[config.mk]
export PLATFORM = sky130hd
export DESIGN_NAME = io_seg_display
export DESIGN_NICKNAME = d
export VERILOG_FILES = /design/src/rtl/io_seg_display.sv
export SDC_FILE = /design/constraint.sdc
export NUM_CORES = 1
export LEC_CHECK = 0
export CAP_MARGIN = 20
export CORE_UTILIZATION = 45
export CTS_CLUSTER_SIZE = 12
export DETAILED_ROUTE_END_ITERATION = 7
export PLACE_DENSITY = 0.77
export SETUP_SLACK_MARGIN = 0.3
export SLEW_MARGIN = 20
export SYNTH_ARGS = -nofsm -noshare
export SYNTH_HDL_FRONTEND = slang
export SYNTH_SLANG_ARGS = --single-unit
[constraint.sdc]
create_clock -name clock -period 2.45 [get_ports clock]
set_input_delay 0.49 -clock clock [delete_from_list [all_inputs] [get_ports clock]]
set_output_delay 0.49 -clock clock [all_outputs]
set_load 0.01 [all_outputs]
[src/rtl/io_seg_display.sv]
// io_seg_display
// ---------------------------------------------------------------------------
// Shows the low 7 bits of four CPU output ports as two-digit decimal numbers
// on eight 7-segment displays. Any port change (or the first cycle after
// reset) snapshots all four ports. Each snapshot is then converted serially
// by a single shift-add-3 engine, and all eight digits are committed together.
//
// Ports
//   clock          system clock, rising edge
//   reset          synchronous, active-high
//   port0..port3   CPU output-port values; only bits [6:0] are displayed
//   hex0..hex7     active-low segments {g,f,e,d,c,b,a}; hex(2k)=ones of
//                  port k, hex(2k+1)=tens of port k
//   ovf            ovf[k]=1 when port k[6:0] >= 100 (digits show value mod 100)
//   busy           conversion status, see below
//
// Update protocol: busy is high while a snapshot is being converted or
// committed. The hex/ovf outputs change only on the edge where busy falls,
// and all of them change on that one edge. The outputs are stable whenever
// busy is high or low for more than one cycle. There is no back-pressure.
// ---------------------------------------------------------------------------
module io_seg_display #(
  parameter bit BLANK_LZ = 1'b1
) (
  input  logic        clock,
  input  logic        reset,
  input  logic [31:0] port0,
  input  logic [31:0] port1,
  input  logic [31:0] port2,
  input  logic [31:0] port3,
  output logic [6:0]  hex0,
  output logic [6:0]  hex1,
  output logic [6:0]  hex2,
  output logic [6:0]  hex3,
  output logic [6:0]  hex4,
  output logic [6:0]  hex5,
  output logic [6:0]  hex6,
  output logic [6:0]  hex7,
  output logic [3:0]  ovf,
  output logic        busy
);

  typedef enum logic [1:0] {S_IDLE, S_CONV, S_COMMIT} state_t;

  localparam logic [6:0] SEG_BLANK = 7'h7F;

  state_t      state_q;
  logic        pending_q;
  logic [6:0]  snap_q      [4];
  logic [6:0]  bin_q;
  logic [11:0] bcd_q;
  logic [1:0]  idx_q;
  logic [2:0]  cnt_q;
  logic [6:0]  stage_hex_q [8];
  logic [3:0]  stage_ovf_q;
  logic [6:0]  hex_q       [8];
  logic [3:0]  ovf_q;

  logic [6:0]  port_lo     [4];
  logic        start;
  logic [11:0] bcd_adj;
  logic [11:0] bcd_d;
  logic [6:0]  bin_d;
  logic [6:0]  ones_seg;
  logic [6:0]  tens_seg;
  logic        ovf_bit;

  // The upper port bits carry nothing this block displays.
  logic unused_port_hi;
  assign unused_port_hi = ^{port0[31:7], port1[31:7], port2[31:7], port3[31:7]};

  assign port_lo[0] = port0[6:0];
  assign port_lo[1] = port1[6:0];
  assign port_lo[2] = port2[6:0];
  assign port_lo[3] = port3[6:0];

  function automatic logic [6:0] seg7(input logic [3:0] d);
    logic [6:0] s;
    case (d)
      4'd0:    s = 7'b1000000;
      4'd1:    s = 7'b1111001;
      4'd2:    s = 7'b0100100;
      4'd3:    s = 7'b0110000;
      4'd4:    s = 7'b0011001;
      4'd5:    s = 7'b0010010;
      4'd6:    s = 7'b0000010;
      4'd7:    s = 7'b1111000;
      4'd8:    s = 7'b0000000;
      4'd9:    s = 7'b0010000;
      default: s = SEG_BLANK;
    endcase
    return s;
  endfunction

  always_comb begin
    start = pending_q ||
            (port_lo[0] != snap_q[0]) || (port_lo[1] != snap_q[1]) ||
            (port_lo[2] != snap_q[2]) || (port_lo[3] != snap_q[3]);

    // One double-dabble step: add 3 to every nibble >= 5, then shift the
    // next binary MSB into the BCD accumulator.
    bcd_adj = bcd_q;
    for (int n = 0; n < 3; n++) begin
      if (bcd_q[4*n +: 4] >= 4'd5) bcd_adj[4*n +: 4] = bcd_q[4*n +: 4] + 4'd3;
    end
    bcd_d = {bcd_adj[10:0], bin_q[6]};
    bin_d = {bin_q[5:0], 1'b0};

    // Digit codes are decoded from the post-shift value, so the last shift
    // and the staging write happen on the same edge.
    ones_seg = seg7(bcd_d[3:0]);
    tens_seg = (BLANK_LZ && (bcd_d[7:4] == 4'd0)) ? SEG_BLANK : seg7(bcd_d[7:4]);
    ovf_bit  = (bcd_d[11:8] != 4'd0);
  end

  always_ff @(posedge clock) begin
    if (reset) begin
      state_q     <= S_IDLE;
      pending_q   <= 1'b1;
      bin_q       <= '0;
      bcd_q       <= '0;
      idx_q       <= '0;
      cnt_q       <= '0;
      stage_ovf_q <= '0;
      ovf_q       <= '0;
      for (int i = 0; i < 4; i++) snap_q[i] <= '0;
      for (int i = 0; i < 8; i++) begin
        stage_hex_q[i] <= SEG_BLANK;
        hex_q[i]       <= SEG_BLANK;
      end
    end else begin
      case (state_q)
        S_IDLE: begin
          if (start) begin
            snap_q    <= port_lo;
            pending_q <= 1'b0;
            bin_q     <= port_lo[0];
            bcd_q     <= '0;
            idx_q     <= '0;
            cnt_q     <= '0;
            state_q   <= S_CONV;
          end
        end
        S_CONV: begin
          bcd_q <= bcd_d;
          bin_q <= bin_d;
          cnt_q <= cnt_q + 3'd1;
          if (cnt_q == 3'd6) begin
            stage_hex_q[{idx_q, 1'b0}] <= ones_seg;
            stage_hex_q[{idx_q, 1'b1}] <= tens_seg;
            stage_ovf_q[idx_q]         <= ovf_bit;
            if (idx_q != 2'd3) begin
              // Next port comes from the snapshot, not the live inputs.
              idx_q <= idx_q + 2'd1;
              bin_q <= snap_q[idx_q + 2'd1];
              bcd_q <= '0;
              cnt_q <= '0;
            end else begin
              state_q <= S_COMMIT;
            end
          end
        end
        S_COMMIT: begin
          hex_q   <= stage_hex_q;
          ovf_q   <= stage_ovf_q;
          state_q <= S_IDLE;
        end
        default: state_q <= S_IDLE;
      endcase
    end
  end

  assign busy = (state_q != S_IDLE);
  assign hex0 = hex_q[0];
  assign hex1 = hex_q[1];
  assign hex2 = hex_q[2];
  assign hex3 = hex_q[3];
  assign hex4 = hex_q[4];
  assign hex5 = hex_q[5];
  assign hex6 = hex_q[6];
  assign hex7 = hex_q[7];
  assign ovf  = ovf_q;

endmodule

Figure 1. Sequential cells grouped by signal name (run 1).
Scale bar: 50 um. Other sequential cells in the stronger gray, the rest of the logic in the fainter gray.
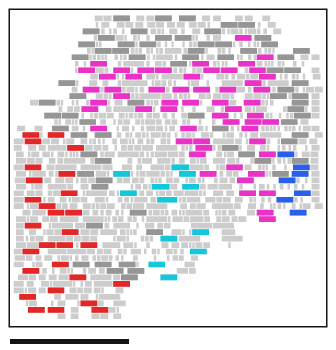
cyan -> `bcd_q`  # placed flops 12, where middle
red -> `snap_q`  # placed flops 28
blue -> `hex0`  # placed flops 7, where right middle
magenta -> `stage_hex_q`  # placed flops 56

Figure 2. Clock distribution (run 1).
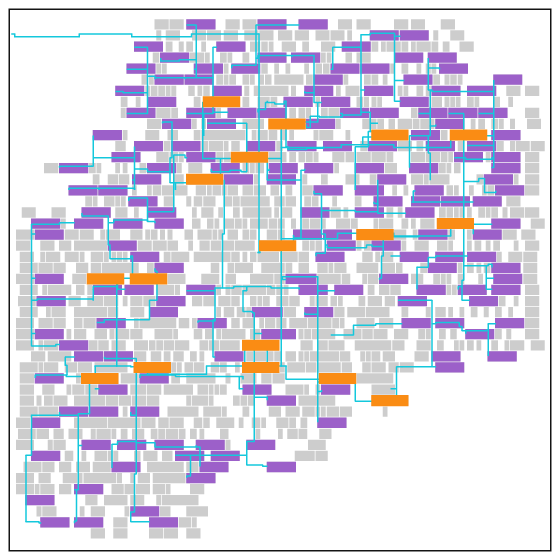
orange -> clock-net drivers  # count 17
cyan -> clock wires  # length 2,040 um
purple -> flip-flops  # count 175
routed clock nets = 18
flops lie = spread over the die

Figure 3. Clock routing (run 1).
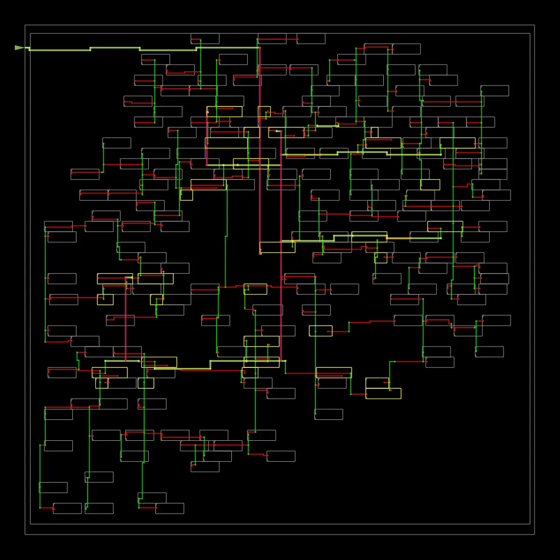
clk sinks: 175
clock network power: 2770 uW
clk_lat worst skew: 0.43 ns
clock tree skew after final layout: 0.00889 ns

==> results.ini, run 1 <==
[timing]
slew_viol_final=0
fmax_mhz=465
layout_min_cycle_time_ns=2.15
tightest_slew_ns=0.715
setup_slack_ns=0.298
fin_crit_sh_pct=87.8
slew_headroom_pct=52.2

[setup_path]
cp.arrival_ns=2.46
endpoint_kind=flip-flop
r2r-start=bcd_q[2]$_SDFFE_PP0P_
crit_family=buffers and inverters
cp_cell_sequence=clkdlybuf4s50_1 > xnor2_1 > nand4_1 > nor4_4 > a41o_4 > clkbuf_16 > mux2i_1 > nor2_1
endpoint=snap_q[21]$_SDFFE_PP0P_
crit_required_ns=2.76

[floorplan]
die_area_um2=17600
num_rows=47
die-height_um=133

[power]
swShare_pct=25.4
p_sw_uw=1560
p_comb_uw=460
power.internal_uw=4600
power_density_nw_per_um2=614
pwr-share-seq_pct=47.7

[grt]
grt_pass1_vias=6155
antenna_found_initial=0
grt_pass1_wl_mm=30.9

[clock_network]
clk_path_buf_depth=2
clkSlewWorstSetupHoldPaths_ns=0.07
ctsHoldBuffers=0

[layout]
fin_util_pct=60.3
dominant_cells=logic gates
synthToLayoutAreaGrowth_pct=30.5
layout.nets=1120
reg_top3=stage_hex_q: 56 flops, snap_q: 28 flops, bcd_q: 12 flops
regArea_um2=3510
inverters=21

[place]
dp_slack_ns=-0.143

[logic_synthesis]
ys_warn_count=0
syn_area_um2=7690
synth_nets=1019
synth_stat.cells=871
synthFlopType=dfxtp_1
avgSynthCellArea_um2=8.83
async_flop_share_pct=0
netlist_top_cells_count=175 x dfxtp_1, 150 x nand2_1, 64 x nand3_1
ys_seq_elements=175

[min_path]
hold_path_depth=3

[job]
warnings=141

[routing]
drt-total-wl_mm=19.7
via_per_inst=5.57

[outcome]
status=finished clean

## run 1: cells by family after synthesis
kind of cell	synth area share, %
xor+xnor	3.64
simple gates	19.1
fa+ha+maj	2.93
flops	45.6
buf+inv	5.03
mux	7.13
compound gates	16.7
## run 1: cell usage in the layout, fill, tap and decap left out, types with 9 or more instances in the layout
cell             synthesis  final
mux2i_1                 39     38
nor3_1                  15     14
a31oi_1                 11      9
a21oi_1                 63     58
nand2_1                150    150
nand3_1                 64     64
buf_4                    1     45
xnor2_1                 24     19
ha_1                    18     13
inv_1                   20     17
nor2_1                  61     61
clkbuf_16                0     21
o211ai_1                12     12
dlymetal6s2s_1           0     16
a32oi_1                 10     10
dfxtp_1                175    172
a21bo_2                 24     24
o21ai_0                 18     16
clkdlybuf4s50_1          0     72
==> run 2, diff against run 1 <==
Settings changed: MAX_ROUTING_LAYER set to met4, SKIP_LAST_GASP set to 1.
Figure 4. Sequential cells grouped by signal name (run 2).
Scale bar: 50 um. Other sequential cells in the stronger gray, the rest of the logic in the fainter gray.
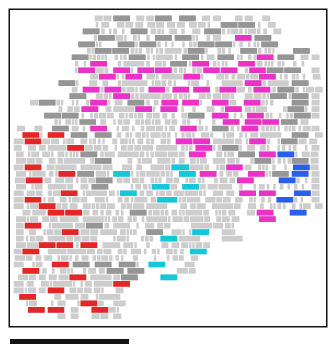
blue -> `hex0`  # placed flops 7, where right middle
red -> `snap_q`  # placed flops 28
cyan -> `bcd_q`  # placed flops 12, where middle
magenta -> `stage_hex_q`  # placed flops 56
not colored = 72

==> run 2 against run 1 <==
- sequential power hardly changed
- critical path depth unchanged
- clock power hardly changed
- via count shrank 0.15%
- power grew 0.17%
- first-iteration DRC count grew 2.0%
- cell count unchanged
- non-clock buffer count did not move
- utilization shrank 0.11 points
- register-to-register slack barely moved
- area after synthesis is the same
- critical endpoint is now snap_q[18]$_SDFFE_PP0P_
==> results.ini, run 2 <==
[logic_synthesis]
synthFlopType=dfxtp_1
ys_warn_count=0  ; unchanged
ys_seq_share_pct=45.6
synthSimpleGateAreaFrac_pct=19.0  ; unchanged
mux_area_share_pct=7.13  ; unchanged
yosys.area_share.aoi_pct=16.7  ; unchanged
async_flop_share_pct=0  ; unchanged
xor_area_share_pct=3.64  ; unchanged
avgSynthCellArea_um2=8.83  ; unchanged
syn_area_um2=7690  ; unchanged
fa_ha_area_share_pct=2.93  ; unchanged
synth_stat.cells=871  ; unchanged
ys_seq_elements=175  ; unchanged
largest_area_cell=dfxtp_1
ys_area_um2=7690
logic_family=simple AND/OR/NAND/NOR gates
netlist_top_cells_count=175 x dfxtp_1, 150 x nand2_1, 64 x nand3_1
synth_nets=1019  ; unchanged

[setup_path]
r2r-start=bcd_q[2]$_SDFFE_PP0P_
endpoint_kind=flip-flop
crit_required_ns=2.75  ; about the same
cp.arrival_ns=2.47  ; about the same
cp_cell_sequence=clkdlybuf4s50_1 > xnor2_1 > nand4_1 > nor4_4 > a41o_4 > buf_12 > mux2i_1 > nor2_1
crit_family=buffers and inverters
crit_slowest_cell=clkdlybuf4s50_1
crit_type=in2reg

[layout]
fin_util_pct=60.2  ; -0.11 points
mostFrequentLayoutCells=172 x dfxtp_1, 150 x nand2_1, 72 x clkdlybuf4s50_1
clock_area_share_pct=6.11
seq-cell-share_pct=35.0
layout.nets=1120  ; unchanged
logic_area_um2=4060
stdcell_count=1205
synthToLayoutAreaGrowth_pct=30.2
dominant_cells=logic gates
regArea_um2=3510  ; unchanged
inverters=21  ; unchanged
largest_reg_flops=56
final_common_cell=dfxtp_1
reg_top3=stage_hex_q: 56 flops, snap_q: 28 flops, bcd_q: 12 flops

[routing]
top_layer=met4
drt-total-wl_mm=19.8  ; +0.47%
via_per_inst=5.56  ; -0.15%

[clock_network]
cts_setup_buffers=1
cts_resized=15
clk_path_buf_depth=2  ; unchanged
cts_sinks=175  ; unchanged
cts_root_buf=clkbuf_16
clkSlewWorstSetupHoldPaths_ns=0.07  ; about the same
ctsHoldBuffers=0  ; unchanged

[timing]
slew_headroom_pct=52.8  ; +0.59 points
setup_slack_ns=0.281  ; -0.0171 ns
slew_viol_final=0  ; unchanged
tightest_slew_ns=0.706  ; -0.00882 ns
layout_min_cycle_time_ns=2.17  ; +0.0171 ns
finalHoldViolations=0
fmax_mhz=461  ; -0.79%
fin_crit_sh_pct=88.5  ; +0.70 points

[power]
pwr-share-seq_pct=47.6  ; about the same
p_sw_uw=1570  ; +0.68%
power.internal_uw=4600  ; about the same
swShare_pct=25.5  ; +0.13 points
power_density_nw_per_um2=616  ; +0.34%
p_clk_uw=2780  ; about the same
p_comb_uw=459  ; about the same

[grt]
grt_use_total_pct=22.5
grt_overflow=0
antenna_found_initial=0  ; unchanged
grt_pass1_wl_mm=31.0  ; +0.16%
grt_pass1_vias=6148  ; -0.11%

[place]
dp_slack_ns=-0.143  ; unchanged

[min_path]
hold_path_depth=3  ; unchanged
hold_end=snap_q[7]$_SDFFE_PP0P_

[floorplan]
io_pins=191
num_rows=47  ; unchanged
die-height_um=133  ; unchanged
die_area_um2=17600  ; unchanged

[job]
warnings=141  ; unchanged

[outcome]
status=finished clean

Figure 5. Clock routing (run 2).
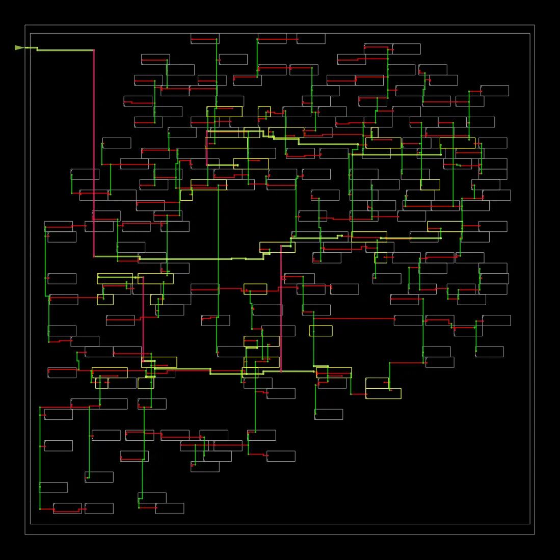
layout clock buffer count: 18
clock tree skew after final layout: 0.00946 ns
clk_lat worst skew: 0.44 ns
flip-flops: 175

run 2: cell counts after synthesis:
No cell type changed its count.
run 2: how the worst max path moves through the flow:
stage	start	end	slack (ns)
finish	port0[2]	snap_q[18]$_SDFFE_PP0P_	0.28
global route	port0[2]	bin_q[6]$_SDFFE_PP0P_	0.17
CTS	bcd_q[1]$_SDFFE_PP0P_	stage_hex_q[52]$_SDFFE_PP1P_	0.27
detailed placement	port3[3]	bin_q[0]$_SDFFE_PP0P_	-0.14
global placement	port0[6]	snap_q[6]$_SDFFE_PP0P_	-0.09
floorplan	bcd_q[0]$_SDFFE_PP0P_	stage_hex_q[22]$_SDFFE_PP1P_	0.34
==> run 3, diff against run 2 <==
Settings changed: CTS_CLUSTER_SIZE 12 to 24.
Figure 6. Clock routing (run 3).
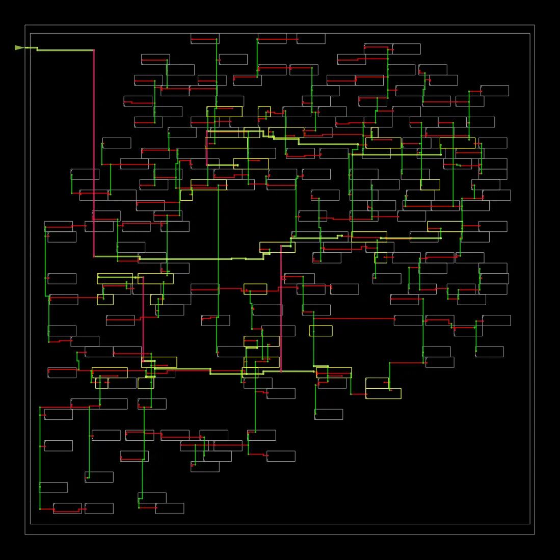
clock network power: 2780 uW
number of CTS-inserted buffers: 17

==> run 3 against run 2 <==
- global-route usage unchanged
- via count unchanged
- critical path depth unchanged
- register-to-register slack about the same
- routed wire length unchanged
- worst setup slack unchanged
- critical endpoint unchanged
==> results.ini, run 3 <==
[outcome]
status=finished clean

[min_path]
hold_path_depth=3  ; unchanged
hold_end=snap_q[7]$_SDFFE_PP0P_

[logic_synthesis]
ys_area_um2=7690  ; unchanged
synthFlopType=dfxtp_1
ys_seq_share_pct=45.6  ; unchanged
syn_area_um2=7690  ; unchanged
ys_warn_count=0  ; unchanged
async_flop_share_pct=0  ; unchanged
synth_nets=1019  ; unchanged
netlist_top_cells_count=175 x dfxtp_1, 150 x nand2_1, 64 x nand3_1
ys_seq_elements=175  ; unchanged
synth_stat.cells=871  ; unchanged
largest_area_cell=dfxtp_1

[routing]
wl_per_cell_um=16.4
drt-total-wl_mm=19.8  ; unchanged
top_layer=met4
postRouteAntennaNets=0
via_per_inst=5.56  ; unchanged
met3_wirelength_mm=1.10
vias=6704
first_pass_iters=7

[setup_path]
cp.arrival_ns=2.47  ; about the same
cp_cell_sequence=clkdlybuf4s50_1 > xnor2_1 > nand4_1 > nor4_4 > a41o_4 > buf_12 > mux2i_1 > nor2_1
crit_slowest_cell=clkdlybuf4s50_1
startpoint=port0[2]
endpoint=snap_q[18]$_SDFFE_PP0P_
r2r-start=bcd_q[2]$_SDFFE_PP0P_
endpoint_kind=flip-flop
reg2reg_to=stage_hex_q[42]$_SDFFE_PP1P_
crit_required_ns=2.75  ; about the same
crit_type=in2reg

[clock_network]
cts_setup_buffers=1  ; unchanged
clk_latency_ns=0.44  ; about the same
cts_sinks=175  ; unchanged
ctsHoldBuffers=0  ; unchanged
cts_resized=15  ; unchanged
cts_root_buf=clkbuf_16
clk_path_buf_depth=2  ; unchanged
clkSlewWorstSetupHoldPaths_ns=0.07  ; about the same

[job]
warnings=141  ; unchanged

[timing]
slew_viol_final=0  ; unchanged
tightest_slew_ns=0.706  ; unchanged
tns_ns=0
setup_slack_ns=0.281  ; unchanged
slew_headroom_pct=52.8  ; unchanged
layout_min_cycle_time_ns=2.17  ; unchanged
setup-violations-final=0
fin_worst_skew_ns=0.00946  ; unchanged
fmax_mhz=461  ; unchanged
finalHoldViolations=0  ; unchanged
fin_crit_sh_pct=88.5  ; unchanged

[layout]
logic_area_um2=4060  ; unchanged
regArea_um2=3510  ; unchanged
stdcell_count=1205  ; unchanged
clock_area_share_pct=6.11  ; unchanged
largest_reg_flops=56  ; unchanged
seq-cell-share_pct=35.0  ; unchanged
dominant_cells=logic gates
inverters=21  ; unchanged
synthToLayoutAreaGrowth_pct=30.2  ; unchanged
reg_top3=stage_hex_q: 56 flops, snap_q: 28 flops, bcd_q: 12 flops
design.seq.count=175  ; unchanged
n_clock_buffer=18  ; unchanged
fin_util_pct=60.2  ; unchanged
final_common_cell=dfxtp_1
mostFrequentLayoutCells=172 x dfxtp_1, 150 x nand2_1, 72 x clkdlybuf4s50_1
layout.nets=1120  ; unchanged

[floorplan]
num_rows=47  ; unchanged
die-height_um=133  ; unchanged
die_area_um2=17600  ; unchanged
io_pins=191  ; unchanged

[power]
pwr-share-seq_pct=47.6  ; about the same
power.internal_uw=4600  ; unchanged
power_density_nw_per_um2=616  ; unchanged
leakagePower_uw=0.00426
swShare_pct=25.5  ; unchanged
combinationalPowerShare_pct=7.4
p_sw_uw=1570  ; unchanged
p_comb_uw=459  ; about the same
pwr-share-clk_pct=45.0

[grt]
grt_pass1_vias=6148  ; unchanged
grt_use_met2_pct=36.3
antenna_found_initial=0  ; unchanged
grt_use_total_pct=22.5  ; unchanged
grt_overflow=0  ; unchanged
grt_pass1_wl_mm=31.0  ; unchanged

[place]
dp_slack_ns=-0.143  ; unchanged
numPlacedInstances=1162

Figure 7. Cell classes on the final placement (run 3).
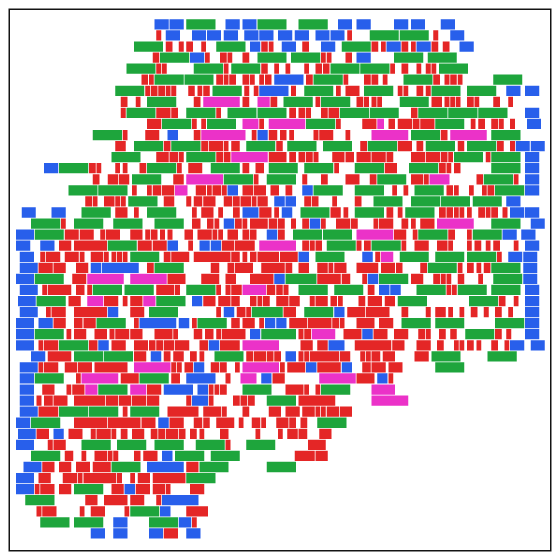
red -> remaining logic cells  # cells 633, share of their area 42%
green -> sequential cells  # cells 175, share of their area 36%
magenta -> clock drivers and dummy loads  # cells 32, share of their area 6.3%
blue -> remaining buffers and delay cells  # cells 145, share of their area 15%

==> run 3: cell counts in the layout (fill, tap and decap cells not counted) <==
No cell type changed its count.
==> run 3: cell families (layout without fill, tap and decap cells) <==
group,count (synthesis),count (layout),synth area share [%]
adders and majority gates,18,18,2.93
muxes,46,46,7.13
buffers and inverters,84,198,5.03
DFF,175,175,45.6
xor gates and xnor gates,32,32,3.64
and+or+nand+nor,330,330,19.1
AOI/OAI and AO/OA,186,186,16.7
==> run 3: worst max-delay path, delay by kind of cell <==
family | cells | cell delay (ns)
xor gates and xnor gates | 1 | 0.17
muxes | 1 | 0.22
AOI/OAI and AO/OA | 1 | 0.39
buffers and inverters | 2 | 0.70
and+or+nand+nor | 3 | 0.50
No activity file was given, so power comes from the tool's default toggle rates.
